`config.mk`:
```
export PLATFORM = sky130hd
export DESIGN_NAME = dsi_lp_esc_rx_lane
export DESIGN_NICKNAME = d
export VERILOG_FILES = /design/src/rtl/dsi_lp_pkg.sv /design/src/rtl/dsi_lp_line_sync.sv /design/src/rtl/dsi_lp_esc_rx_lane.sv
export SDC_FILE = /design/constraint.sdc
export NUM_CORES = 1
export LEC_CHECK = 0
export ABC_AREA = 1
export CORE_MARGIN = 2
export CORE_UTILIZATION = 24
export CTS_CLUSTER_DIAMETER = 150
export DETAILED_ROUTE_END_ITERATION = 10
export SLEW_MARGIN = 5
export SYNTH_ARGS = -nofsm -noshare
export SYNTH_HDL_FRONTEND = slang
export SYNTH_SLANG_ARGS = --single-unit
```
`constraint.sdc`:
```
create_clock -name clk_sys -period 5.95 [get_ports clk_sys]
set_input_delay 0.595 -clock clk_sys [delete_from_list [all_inputs] [get_ports clk_sys]]
set_output_delay 0.595 -clock clk_sys [all_outputs]
set_load 0.03 [all_outputs]
```
`src/rtl/dsi_lp_pkg.sv`:
```
// Shared types and constants for the DSI LP escape-mode receive path.
// Line states, escape-entry sequence, entry commands and decoder states.
package dsi_lp_pkg;

    typedef enum logic [1:0] {
        LP00 = 2'b00,
        LP01 = 2'b01,
        LP10 = 2'b10,
        LP11 = 2'b11
    } lp_line_t;

    // Escape entry after leaving LP-11: 10, 00, 01, 00 (first step in the top bits)
    localparam logic [7:0] ESC_ENTRY_SEQ  = 8'b10_00_01_00;

    localparam logic [7:0] LPDT_CMD       = 8'b11100001;
    localparam logic [7:0] ULPS_CMD       = 8'b00011110;
    localparam logic [7:0] TRIG_RESET_CMD = 8'b01100010;

    typedef enum logic [2:0] {
        DISABLED,
        STOP,
        ENT_10,
        ENT_00,
        ENT_01,
        CMD,
        LPDT,
        WAIT_STOP
    } rx_state_t;

    function automatic lp_line_t esc_step(input logic [1:0] idx);
        case (idx)
            2'd0:    return lp_line_t'(ESC_ENTRY_SEQ[7:6]);
            2'd1:    return lp_line_t'(ESC_ENTRY_SEQ[5:4]);
            2'd2:    return lp_line_t'(ESC_ENTRY_SEQ[3:2]);
            default: return lp_line_t'(ESC_ENTRY_SEQ[1:0]);
        endcase
    endfunction

endpackage

```
`src/rtl/dsi_lp_line_sync.sv`:
```
// LP line pair synchronizer (2 flops) plus optional glitch filter (DSI_LP_RX_FILTER_EN,
// +FILTER_LEN cycles); emits line state, previous state and a change pulse. No backpressure.
module dsi_lp_line_sync #(
    parameter int FILTER_LEN = 3
) (
    input  logic       clk_sys,
    input  logic       rst_n,
    input  logic       lp_p_in,
    input  logic       lp_n_in,
    output logic [1:0] l,
    output logic [1:0] l_prev,
    output logic       l_changed
);

    if (FILTER_LEN < 2 || FILTER_LEN > 15) begin : g_bad_filter_len
        dsi_lp_filter_len_out_of_range u_bad ();
    end

    logic [1:0] sync1_q;
    logic [1:0] sync2_q;
    logic [1:0] l_prev_q;

    always_ff @(posedge clk_sys or negedge rst_n) begin
        if (!rst_n) begin
            sync1_q <= 2'b11;
            sync2_q <= 2'b11;
        end else begin
            sync1_q <= {lp_p_in, lp_n_in};
            sync2_q <= sync1_q;
        end
    end

`ifdef DSI_LP_RX_FILTER_EN
    logic [1:0] cand_q;
    logic [3:0] run_q;
    logic [1:0] l_filt_q;

    // run_q counts consecutive samples equal to cand_q; accept on the FILTER_LEN-th
    always_ff @(posedge clk_sys or negedge rst_n) begin
        if (!rst_n) begin
            cand_q   <= 2'b11;
            run_q    <= 4'd0;
            l_filt_q <= 2'b11;
        end else if (sync2_q != cand_q) begin
            cand_q <= sync2_q;
            run_q  <= 4'd1;
        end else begin
            if (run_q != 4'(FILTER_LEN))
                run_q <= run_q + 4'd1;
            if (run_q == 4'(FILTER_LEN - 1))
                l_filt_q <= cand_q;
        end
    end

    assign l = l_filt_q;
`else
    assign l = sync2_q;
`endif

    always_ff @(posedge clk_sys or negedge rst_n) begin
        if (!rst_n)
            l_prev_q <= 2'b11;
        else
            l_prev_q <= l;
    end

    assign l_prev    = l_prev_q;
    assign l_changed = (l != l_prev_q);

endmodule

```
`src/rtl/dsi_lp_esc_rx_lane.sv`:
```
// DSI lane-0 LP escape receiver: entry, command, LPDT bytes (MSB-first), stop; filter via DSI_LP_RX_FILTER_EN.
// Strobes 1 cycle after the decoded line event (sync 2 cycles ahead); no backpressure, consumer takes every strobe.
module dsi_lp_esc_rx_lane
    import dsi_lp_pkg::*;
#(
    parameter int FILTER_LEN = 3
) (
    input  logic       clk_sys,
    input  logic       rst_n,
    input  logic       enable,
    input  logic       lp_p_in,
    input  logic       lp_n_in,
    output logic [7:0] rx_data,
    output logic       rx_valid,
    output logic [7:0] rx_cmd,
    output logic       rx_cmd_valid,
    output logic       rx_active,
    output logic       rx_hs_rqst,
    output logic       err_esc,
    output logic       err_sync,
    output logic       err_ctrl
);

    logic [1:0] l;
    logic [1:0] l_prev;
    logic       l_changed;

    rx_state_t  state_q, state_nxt;
    logic [7:0] shift_q;
    logic [2:0] cnt_q;

    logic       bit_evt, bit_val, ctrl_evt, stop_evt, byte_done, clean_stop, in_bits;
    logic [7:0] byte_val;
    logic       vld_nxt, cmd_vld_nxt, hs_nxt, esc_nxt, sync_nxt, ctrl_nxt;

    dsi_lp_line_sync #(
        .FILTER_LEN (FILTER_LEN)
    ) u_line_sync (
        .clk_sys   (clk_sys),
        .rst_n     (rst_n),
        .lp_p_in   (lp_p_in),
        .lp_n_in   (lp_n_in),
        .l         (l),
        .l_prev    (l_prev),
        .l_changed (l_changed)
    );

    assign bit_evt    = l_changed && (l_prev == LP00) && (l == LP10 || l == LP01);
    assign bit_val    = (l == LP10);
    assign ctrl_evt   = l_changed && ((l_prev == LP10 && l == LP01) || (l_prev == LP01 && l == LP10));
    assign stop_evt   = l_changed && (l == LP11);
    assign byte_val   = {shift_q[6:0], bit_val};
    assign byte_done  = bit_evt && (cnt_q == 3'd7);
    // Stop right after a whole byte, or after the trailing mark-one bit, is a clean end of LPDT
    assign clean_stop = (l_prev != LP01) && ((cnt_q == 3'd0) || (cnt_q == 3'd1 && shift_q[0]));
    assign in_bits    = (state_q == CMD) || (state_q == LPDT);

    always_ff @(posedge clk_sys or negedge rst_n) begin
        if (!rst_n)
            state_q <= DISABLED;
        else
            state_q <= state_nxt;
    end

    always_comb begin
        state_nxt = state_q;
        if (!enable) begin
            state_nxt = DISABLED;
        end else begin
            case (state_q)
                DISABLED:  if (l == LP11) state_nxt = STOP;
                STOP: begin
                    if (l_changed && l == esc_step(2'd0)) state_nxt = ENT_10;
                    else if (l_changed && l == LP01)      state_nxt = WAIT_STOP;
                end
                ENT_10:    if (l_changed) state_nxt = (l == esc_step(2'd1)) ? ENT_00 : (l == LP11) ? STOP : WAIT_STOP;
                ENT_00:    if (l_changed) state_nxt = (l == esc_step(2'd2)) ? ENT_01 : (l == LP11) ? STOP : WAIT_STOP;
                ENT_01:    if (l_changed) state_nxt = (l == esc_step(2'd3)) ? CMD    : (l == LP11) ? STOP : WAIT_STOP;
                CMD: begin
                    if (stop_evt)       state_nxt = STOP;
                    else if (ctrl_evt)  state_nxt = WAIT_STOP;
                    else if (byte_done) state_nxt = (byte_val == LPDT_CMD) ? LPDT : WAIT_STOP;
                end
                LPDT: begin
                    if (stop_evt)      state_nxt = STOP;
                    else if (ctrl_evt) state_nxt = WAIT_STOP;
                end
                WAIT_STOP: if (stop_evt) state_nxt = STOP;
                default:   state_nxt = DISABLED;
            endcase
        end
    end

    always_comb begin
        vld_nxt     = 1'b0;
        cmd_vld_nxt = 1'b0;
        hs_nxt      = 1'b0;
        esc_nxt     = 1'b0;
        sync_nxt    = 1'b0;
        ctrl_nxt    = 1'b0;
        rx_active   = (state_q == LPDT);
        if (enable) begin
            case (state_q)
                STOP:   hs_nxt  = l_changed && (l == LP01);
                ENT_10: esc_nxt = l_changed && (l != esc_step(2'd1)) && (l != LP11);
                ENT_00: esc_nxt = l_changed && (l != esc_step(2'd2)) && (l != LP11);
                ENT_01: esc_nxt = l_changed && (l != esc_step(2'd3)) && (l != LP11);
                CMD: begin
                    sync_nxt    = stop_evt;
                    ctrl_nxt    = ctrl_evt;
                    cmd_vld_nxt = byte_done && (byte_val != LPDT_CMD);
                end
                LPDT: begin
                    sync_nxt = stop_evt && !clean_stop;
                    ctrl_nxt = ctrl_evt;
                    vld_nxt  = byte_done;
                end
                default: ;
            endcase
        end
    end

    always_ff @(posedge clk_sys or negedge rst_n) begin
        if (!rst_n) begin
            shift_q      <= 8'd0;
            cnt_q        <= 3'd0;
            rx_data      <= 8'd0;
            rx_cmd       <= 8'd0;
            rx_valid     <= 1'b0;
            rx_cmd_valid <= 1'b0;
            rx_hs_rqst   <= 1'b0;
            err_esc      <= 1'b0;
            err_sync     <= 1'b0;
            err_ctrl     <= 1'b0;
        end else begin
            rx_valid     <= vld_nxt;
            rx_cmd_valid <= cmd_vld_nxt;
            rx_hs_rqst   <= hs_nxt;
            err_esc      <= esc_nxt;
            err_sync     <= sync_nxt;
            err_ctrl     <= ctrl_nxt;
            if (vld_nxt)
                rx_data <= byte_val;
            if (cmd_vld_nxt)
                rx_cmd <= byte_val;
            // Any exit from bit decoding drops the partial byte
            if (state_nxt != CMD && state_nxt != LPDT) begin
                shift_q <= 8'd0;
                cnt_q   <= 3'd0;
            end else if (in_bits && bit_evt) begin
                shift_q <= byte_val;
                cnt_q   <= cnt_q + 3'd1;
            end
        end
    end

endmodule

```
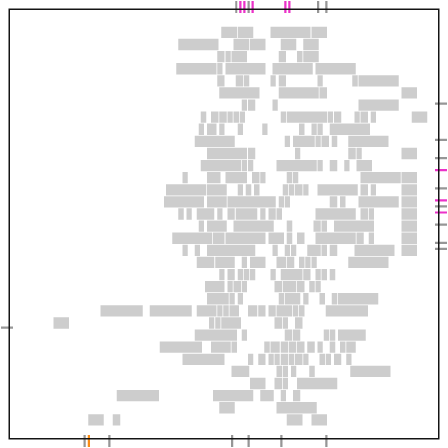
Fig. 1. Ports around the boundary.
Pins as bars across the die edge, other pins in gray.
| color | port | pins | direction | edge |
|---|---|---|---|---|
| magenta | rx_data | 8 | output | 5 top, 3 right |
| orange | lp_n_in | 1 | input | bottom |
die height: 96.2 um
input/output buffers: 27
Die Span X: 96.2 um

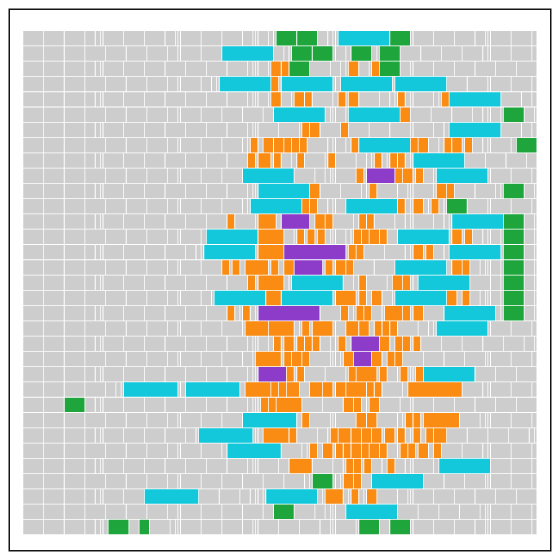
Fig. 2. Placed cells, one color a class.
Fill, decap, tap and diode cells in gray.
| color | class | cells |
|---|---|---|
| purple | clock drivers and dummy loads | 8 |
| cyan | sequential cells | 41 |
| green | remaining buffers and delay cells | 27 |
| orange | remaining logic cells | 190 |

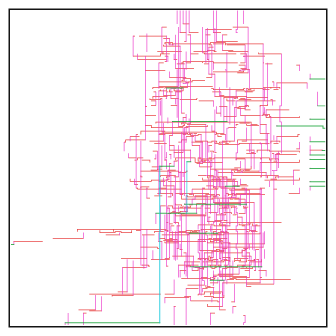
Fig. 3. Wiring by layer.
| color | layer | wire length |
|---|---|---|
| red | M1 | 1880 um |
| magenta | M2 | 2020 um |
| green | M3 | 180 um |
| cyan | M4 | 63.2 um |

==> reports/metrics.yaml <==
logic_synthesis:
  avgSynthCellArea_sq_um: 8.60
  yosys_warnings: 0
  synthesis.area_sq_mm: 0.00204
  synthCells: 237
  ys_cells: 237
  yosys_area_sq_mm: 0.00204
  ys_ff: 41
  ys_types: 29
  postSynthSeqShare_pct: 50.7
setup_path:
  cp.required_ns: 6.09
  reg2reg_slack_ns: 3.47
  cp.arrival_ns: 2.62
  critPathCaptureType: "flop"
  slowest_stage: "nor3_2"
  max_stage_delay_ns: 0.72
  crit_type: "reg -> reg"
  crit_chain: "inv_1, ha_1, nand2_1, nor2_1, nand3_2, nor3_2, a21oi_1"
  crit_fanout: 17
layout:
  nNonClkBuffers: 27
  final_cell_mix: "nand2_1 (45), inv_1 (35), dfrtp_1 (35)"
  layout-drive-gt1-share_pct: 11.7
  inverters: 37
  fillers: 857
  clkbuf_count: 5
  buf_share_pct: 10.5
  area_growth_pct: 24.1
  fin_cells: 371
  comb_share_pct: 32.5
  flop-count: 41
  seq-cell-share_pct: 40.9
clocking:
  cts.path.max_buffers: 2
  cts_tree: "built"
  htree_num_levels: 2
  numCtsBuffers: 5
  post_cts.repair.setup_buffers: 0
  cts-root-buf: "clkbuf_8"
  cts.clk_slew.worst_paths_ns: 0.09
  clock_sinks: 41
timing:
  hold_viol: 0
  max_slew_margin_pct: 38.0
  drv_slew: 0
  period_used_pct: 41.6
  holdWs_ns: 0.361
  fin_crit_ns: 2.48
  max_freq_mhz: 404
  rsz0062_at_grt: "false"
placement:
  gp_congestion: 0.860
  post-dp-hpwl_mm: 2.94
  post-place-ws_ns: 3.48
detailed_routing:
  final_antenna_net_count: 0
  drc_errors: 0
  drt-pass1-iter-count: 4
grt:
  grt_antenna_before_repair: 0
  grt_max_degree: 42
  grt.total_usage_pct: 10.2
  overflow: 0
  grt_pass1_wl_mm: 7.23
run:
  warnings: 31
power_and_ir_drop:
  vdd_drop_max_mv: 0.0784
  power.leakage_nw: 1.10
  powerDensity_mw_per_mm2: 247
worst_hold_path:
  hold_class: "reg -> reg"
die:
  num_tap_cells: 105
  pin_count: 28
  num_rows: 33
  chipArea_sq_mm: 0.00925
  core-area_sq_mm: 0.00822
outcome:
  outcome: "finished, final reports clean"
-- cells by family (layout without fill, tap and decap cells) --
kind of cell	count (synthesis)	after routing	share of synthesized area (%)
simple gates	107	107	23.5
buf+inv	43	72	8.96
flops	41	41	50.7
compound gates	35	35	10.4
fa+ha+maj	8	8	4.91
mux	2	2	1.10
xor+xnor	1	1	0.430
-- Yosys cell counts, drive strengths merged --
master | instances | area (sq um)
a2111oi | 1 | 8.76
a211oi | 1 | 7.51
a21oi | 11 | 55.1
a221oi | 1 | 26.3
buf | 5 | 40.0
clkbuf | 1 | 3.75
dfrtp | 35 | 876
dfstp | 6 | 158
ha | 8 | 100
inv | 37 | 139
mux2 | 2 | 22.5
nand2 | 48 | 188
nand3 | 17 | 113
nand4 | 1 | 6.26
nor2 | 35 | 136
nor3 | 6 | 35.0
o2111a | 1 | 11.3
o21ai | 20 | 104
xor2 | 1 | 8.76
-- path summary, 6_finish.rpt --
| path | endpoint | start | depth (start not counted) |
|---|---|---|---|
| min reg2reg | u_line_sync.l[1] | u_line_sync.sync1_q[1] | 0 |
| max reg2reg | rx_data[1] | u_line_sync.l[0] | 7 |
| max | rx_data[1] | u_line_sync.l[0] | 7 |
| min in group asynchronous | cnt_q[2] | rst_n | 1 |
| max in group asynchronous | rx_hs_rqst | rst_n | 1 |
| min | u_line_sync.l[1] | u_line_sync.sync1_q[1] | 0 |
-- where the power goes --
group	total [mW]	internal, mW	switching, mW	leakage [nW]
clock network	0.274	0.169	0.105	0.0687
logic	0.0577	0.0196	0.0382	0.495
registers	0.293	0.287	0.00655	0.533
-- worst max-delay path: cells and delay by family (launching register included) --
family | cells | cell delay, ns
AOI/OAI and AO/OA | 1 | 0.17
DFF | 1 | 0.57
and+or+nand+nor | 4 | 1.15
adders and majority gates | 1 | 0.33
buffers and inverters | 1 | 0.08
-- routing by layer --
layer | up-vias | share of wire, % | wire [um] | global-route usage (%)
met1 | 744 | 45 | 1880 | 12.9
met4 | 0 | 1.5 | 63 | 4.88
li1 | 803 | - | - | -
met2 | 33 | 49 | 2020 | 16.4
met5 | - | 0 | 0 | 0
met3 | 4 | 4.3 | 180 | 2.19
-- state kept, by name, indices dropped and copies added, names as in the netlist --
| name | cells |
|---|---|
| rx_valid | 1 |
| err_ctrl | 1 |
| rx_data | 8 |
| rx_cmd | 8 |
| shift_q | 7 |
| state_q | 3 |
| err_sync | 1 |
| rx_hs_rqst | 1 |
| u_line_sync.l | 2 |
| rx_cmd_valid | 1 |
| cnt_q | 3 |
| err_esc | 1 |
| u_line_sync.sync1_q | 2 |
| u_line_sync.l_prev | 2 |
-- through the flow --
stage | area (sq um) | power [mW] | util (%)
after floorplan | 2040 | 0.336 | -
after global placement | 2390 | 0.357 | 29.1
after detailed placement | 2390 | 0.357 | 29.1
after CTS | 2530 | 0.632 | 30.8
after global routing | 2530 | 0.653 | 30.8
final | 2530 | 0.625 | 30.8
Power and IR drop assume default switching activity.
